`config.mk`:
```
export PLATFORM = sky130hd
export DESIGN_NAME = bit_serial_adder
export DESIGN_NICKNAME = d
export VERILOG_FILES = /design/src/rtl/bsa_pkg.sv /design/src/rtl/full_adder.sv /design/src/rtl/bit_serial_adder.sv
export SDC_FILE = /design/constraint.sdc
export NUM_CORES = 1
export LEC_CHECK = 0
export CORE_AREA = 2 2 62 64
export DETAILED_ROUTE_END_ITERATION = 6
export DIE_AREA = 0 0 64 66
export PLACE_DENSITY = 0.88
export SYNTH_ARGS = -nofsm -noshare
export SYNTH_HDL_FRONTEND = slang
export SYNTH_SLANG_ARGS = --single-unit
export TNS_END_PERCENT = 50
```
`constraint.sdc`:
```
create_clock -name clk -period 2.8 [get_ports clk]
set_clock_uncertainty 0.05 [all_clocks]
set_input_delay 0.7 -clock clk [delete_from_list [all_inputs] [get_ports clk]]
set_output_delay 0.7 -clock clk [all_outputs]
set_load 0.05 [all_outputs]
```
`src/rtl/bsa_pkg.sv`:
```
// Shared definitions for the bit-serial adder: FSM state encoding and counter width.
package bsa_pkg;

    // Operation phases: waiting for operands, shifting bits, holding the result.
    typedef enum logic [1:0] {
        IDLE = 2'd0,
        RUN  = 2'd1,
        DONE = 2'd2
    } state_t;

    // Widest legal operand width. The bit counter must be able to count
    // up to that width.
    localparam int MAX_WIDTH = 32;

    // Bit counter width, sized for the widest legal operand.
    localparam int CNT_W = $clog2(MAX_WIDTH + 1);

endpackage

```
`src/rtl/full_adder.sv`:
```
// One-bit combinational full adder; the only arithmetic in the serial datapath.
module full_adder (
    input  logic a,
    input  logic b,
    input  logic c,
    output logic sum,
    output logic carry
);

    assign sum   = a ^ b ^ c;
    assign carry = (a & b) | (c & (a ^ b));

endmodule

```
`src/rtl/bit_serial_adder.sv`:
```
// Bit-serial adder: adds two WIDTH-bit operands plus carry-in one bit per
// clock, LSB first. It uses a valid/ready start handshake and a valid/ready
// result handshake.
module bit_serial_adder
    import bsa_pkg::*;
#(
    parameter int WIDTH = 8
) (
    input  logic             clk,
    input  logic             rst,
    input  logic             start_valid,
    output logic             start_ready,
    input  logic [WIDTH-1:0] a,
    input  logic [WIDTH-1:0] b,
    input  logic             cin,
    output logic [WIDTH-1:0] sum,
    output logic             cout,
    output logic             done_valid,
    input  logic             done_ready
);

    state_t             state;
    state_t             state_next;
    logic [CNT_W-1:0]   cnt;
    logic [WIDTH-1:0]   a_sh;
    logic [WIDTH-1:0]   b_sh;
    logic [WIDTH-1:0]   sum_sh;
    logic [WIDTH-1:0]   sum_sh_next;
    logic               carry;
    logic [WIDTH-1:0]   sum_q;
    logic               cout_q;
    logic               fa_sum;
    logic               fa_carry;
    logic               last_bit;

    // The single per-bit adder works on the operand LSBs and the running carry.
    full_adder u_fa (
        .a     (a_sh[0]),
        .b     (b_sh[0]),
        .c     (carry),
        .sum   (fa_sum),
        .carry (fa_carry)
    );

    // Each new sum bit enters at the MSB. After WIDTH shifts, bit 0 of the
    // result has reached the LSB.
    generate
        if (WIDTH > 1) begin : g_wide
            assign sum_sh_next = {fa_sum, sum_sh[WIDTH-1:1]};
        end else begin : g_narrow
            assign sum_sh_next = fa_sum;
        end
    endgenerate

    assign last_bit    = (cnt == CNT_W'(WIDTH - 1));
    assign start_ready = (state == IDLE);
    assign done_valid  = (state == DONE);
    assign sum         = sum_q;
    assign cout        = cout_q;

    // State register; reset aborts any operation immediately.
    always_ff @(posedge clk or posedge rst) begin
        if (rst) begin
            state <= IDLE;
        end else begin
            state <= state_next;
        end
    end

    // Next-state logic: accept in IDLE, count WIDTH bits in RUN, wait for the consumer in DONE.
    always_comb begin
        state_next = state;
        case (state)
            IDLE:    if (start_valid) state_next = RUN;
            RUN:     if (last_bit)    state_next = DONE;
            DONE:    if (done_ready)  state_next = IDLE;
            default: state_next = IDLE;
        endcase
    end

    // Datapath: load operands on accept, then shift one bit per RUN cycle.
    // The visible result registers update only on the final bit.
    always_ff @(posedge clk or posedge rst) begin
        if (rst) begin
            cnt    <= '0;
            a_sh   <= '0;
            b_sh   <= '0;
            sum_sh <= '0;
            carry  <= 1'b0;
            sum_q  <= '0;
            cout_q <= 1'b0;
        end else begin
            case (state)
                IDLE: begin
                    if (start_valid) begin
                        a_sh  <= a;
                        b_sh  <= b;
                        carry <= cin;
                        cnt   <= '0;
                    end
                end
                RUN: begin
                    a_sh   <= a_sh >> 1;
                    b_sh   <= b_sh >> 1;
                    sum_sh <= sum_sh_next;
                    carry  <= fa_carry;
                    cnt    <= cnt + CNT_W'(1);
                    if (last_bit) begin
                        sum_q  <= sum_sh_next;
                        cout_q <= fa_carry;
                    end
                end
                default: begin
                end
            endcase
        end
    end

endmodule

```
### Layout detail

Window x 20 to 45, y 7 to 32 um. Cells in grey, sequential cells in the stronger grey; small squares are vias.
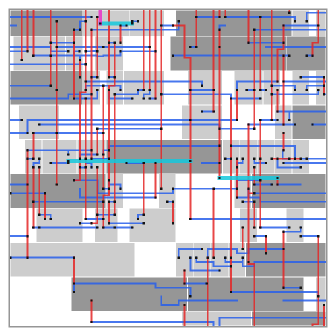
Key: red = met2; cyan = met3; magenta = met4; blue = met1
Netlist names of flops here include cnt (5), sum_sh (3). 49 logic cells have their middle in the window. Most frequent: nand2_1 (23), dfrtp_1 (10), mux2i_1 (3). Sequential cells in the window: 10.

### Gate-type map

Scale: 4 px per um.
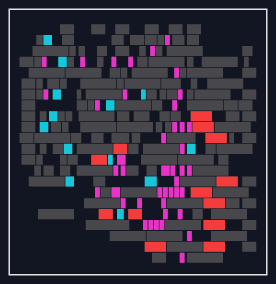
Key: magenta = NAND gates [cells 43]; red = multiplexers [cells 13]; cyan = NOR gates [cells 13]

### Where the registers sit

Scale: 4 px per um. Other sequential cells in the stronger grey, the rest of the logic in the fainter grey.
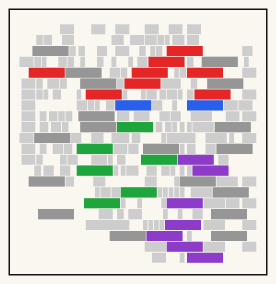
Key: blue = state [placed flops 2]; green = cnt [placed flops 6, where centre]; purple = sum_sh [placed flops 7]; red = a_sh [placed flops 8]
Another 18 sequential cells are not coloured.

### I/O pins on the die edge

Scale: 8 px per um. Pins as bars across the die edge, other pins in grey.
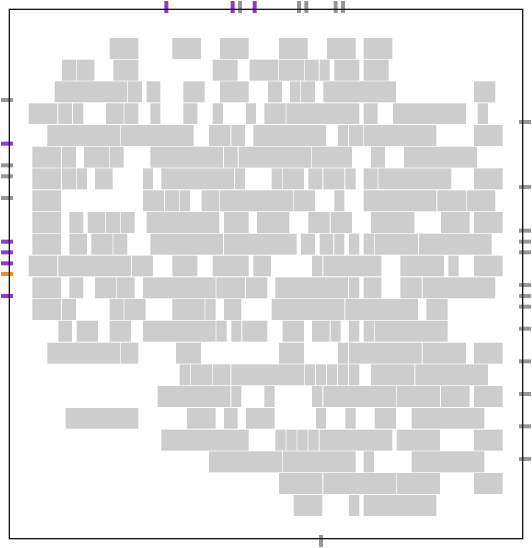
Key: purple = b [pins 8, direction input, edge 5 west, 3 north]; orange = start_valid [pins 1, direction input, edge west]
All pins by edge: 13 east, 10 west, 8 north, 1 south.
DIE HEIGHT: 66 um
Port Buffer Count: 31
Chip Width: 64 um

==> impl_metrics.ini <==
; synthesis and place-and-route metrics
[status]
status = finished clean

[pwr]
p_per_area_mw_per_mm2 = 1050
leakagePower_uw = 0.00109
vdd_drop_max_uv = 543

[clock_network]
hold_buffers = 0
cts_setup_buffers = 0
cts_buffer_depth = 2
clk_pin_slew_ns = 0.12
htreeDepth = 2
clk_latency_ns = 0.34
cts_resized = 0
cts_sinks = 41
cts_root_buf = clkbuf_4
cts_buffers = 5
cts_tree = yes

[yosys]
ys_seq_share_pct = 54.4
async_flop_share_pct = 100
fp_nets = 201
syn_inst = 178
edf_count = 0
ys.warnings.count = 0
top_cells_by_count = dfrtp_1, nand2_1, o21ai_1
avgSynthCellArea_um2 = 10.6
flop_cell = dfrtp_1
synth_cell_types = 29
top_cell = dfrtp_1
top_area_share_pct = 54.4
ys_area_mm2 = 0.00189
yosys.area.top_type = dfrtp_1
area_leaders = dfrtp_1, nand2_1, mux2_4
netlist_area_mm2 = 0.00189
ys_seq_elements = 41
ys_cells = 178

[floorplanning]
fp_util_pct = 53.1
die-area_mm2 = 0.00422
coreArea_mm2 = 0.00355
pin_count = 32
rows = 22

[route]
viasPerCell = 5.32
drtIter0Drc = 72
drc_errors = 0
wl_per_cell_um = 14.0
ant_nets = 0
wl_um = 3630
num_vias = 1379
firstDrtPassIters = 4

[grt]
grt_pass1_vias = 1273
gr-usage-all-layers_pct = 19.3
grt_remaining_overflow = 0
antenna_found_initial = 0
grt_max_degree = 42
grt_pass1_wl_um = 6300

[worst_setup_path]
path_class = reg2out
r2r_slack_ns = 0.96
crit_required_ns = 2.05
cp_max_fo = 2
critPathCaptureType = output port
startpoint_type = flip-flop
arrival_ns = 1.74

[sta]
fmax_ghz = 0.402
maxSlewHeadroom_pct = 34.8
setup_viol = 0
hold_viol_final = 0
worstMarginPinSlew_ns = 0.976
rsz0062_at_grt = false
fin_tns_setup_ns = 0
period_used_pct = 88.9
maxSlewViolCount = 0
fin_crit_ns = 2.49
setup_ws_ns = 0.310

[final_layout]
num_antenna_cells = 0
drive_gt1_share_pct = 12.3
area_delta_synth_final_pct = 22.9
layout_top_cell = dfrtp_1
layout.cells.most_common_list = dfrtp_1, nand2_1, clkdlybuf4s50_1
nNetsFinal = 233

[placement]
pre_cts_ws_ns = 0.490
place_hpwl_um = 2400
place.gp.congestion = 0.773

[run]
warning_count = 26
max_cap_viol_count = 0

[worst_hold_path]
hold_path_class = reg2reg
## cell families after synthesis
logic type / count (synthesis) / synth area share [%]
simple gates: 65 / 17.3
compound gates: 44 / 13.7
flops: 41 / 54.4
buf+inv: 13 / 3.52
mux: 13 / 9.36
fa+ha+maj: 2 / 1.73
## stage by stage
step	hold slack, ns	std cells	area (um^2)	util (%)	power [uW]
3_3_place_gp	0.409	251	2230	62.9	2010
6_report	0.444	259	2320	65.3	2440
4_1_cts	0.444	259	2320	65.3	2460
3_5_place_dp	0.427	251	2230	62.9	2060
5_1_grt	0.463	259	2320	65.3	2600
2_1_floorplan	0.396	178	1890	-	1760
## path summary, 6_finish.rpt
check | startpoint | to | depth (start not counted)
worst max-delay path | state[1] | start_ready | 2
worst min register to register | cnt[5] | cnt[5] | 1
worst max register to register | state[0] | a_sh[6] | 4
min in group asynchronous | rst | cout | 3
worst min-delay path | cnt[5] | cnt[5] | 1
max in group asynchronous | rst | b_sh[3] | 3
## worst max-delay path, stage by stage, from the launching register on
cell	delay (ns)
dfrtp_1	0.41
nor2_1	0.16
clkdlybuf4s50_1	0.83
## cell type report
class	instances	area, um^2
clock buffers	7	55.1
inverters	2	7.51
clock inverters	1	30.0
well taps	48	60.1
fillers	278	1230
flip-flops and latches	41	1030
multi-input cells	124	793
repair buffers	36	345
## where the power goes
part	total, uW	switching (uW)	internal, uW
Sequential	981	160	821
Clock	398	185	213
Combinational	1060	611	450
## layer usage
metal	vias up	GRT usage, %	wire length, um	share of wire (%)
met4	0	5.71	23	0.63
li1	676	-	-	-
met2	33	27.2	1620	45
met5	-	0	0	0
met3	2	5.45	147	4.0
met1	668	28.9	1840	51
## state kept, by name (all words and copies together), names as in the netlist
signal and count:
a_sh 8, cout 1, state 2, cnt 6
sum 8, sum_sh 7, b_sh 8, carry 1
No activity file was given, so power comes from the tool's default toggle rates.
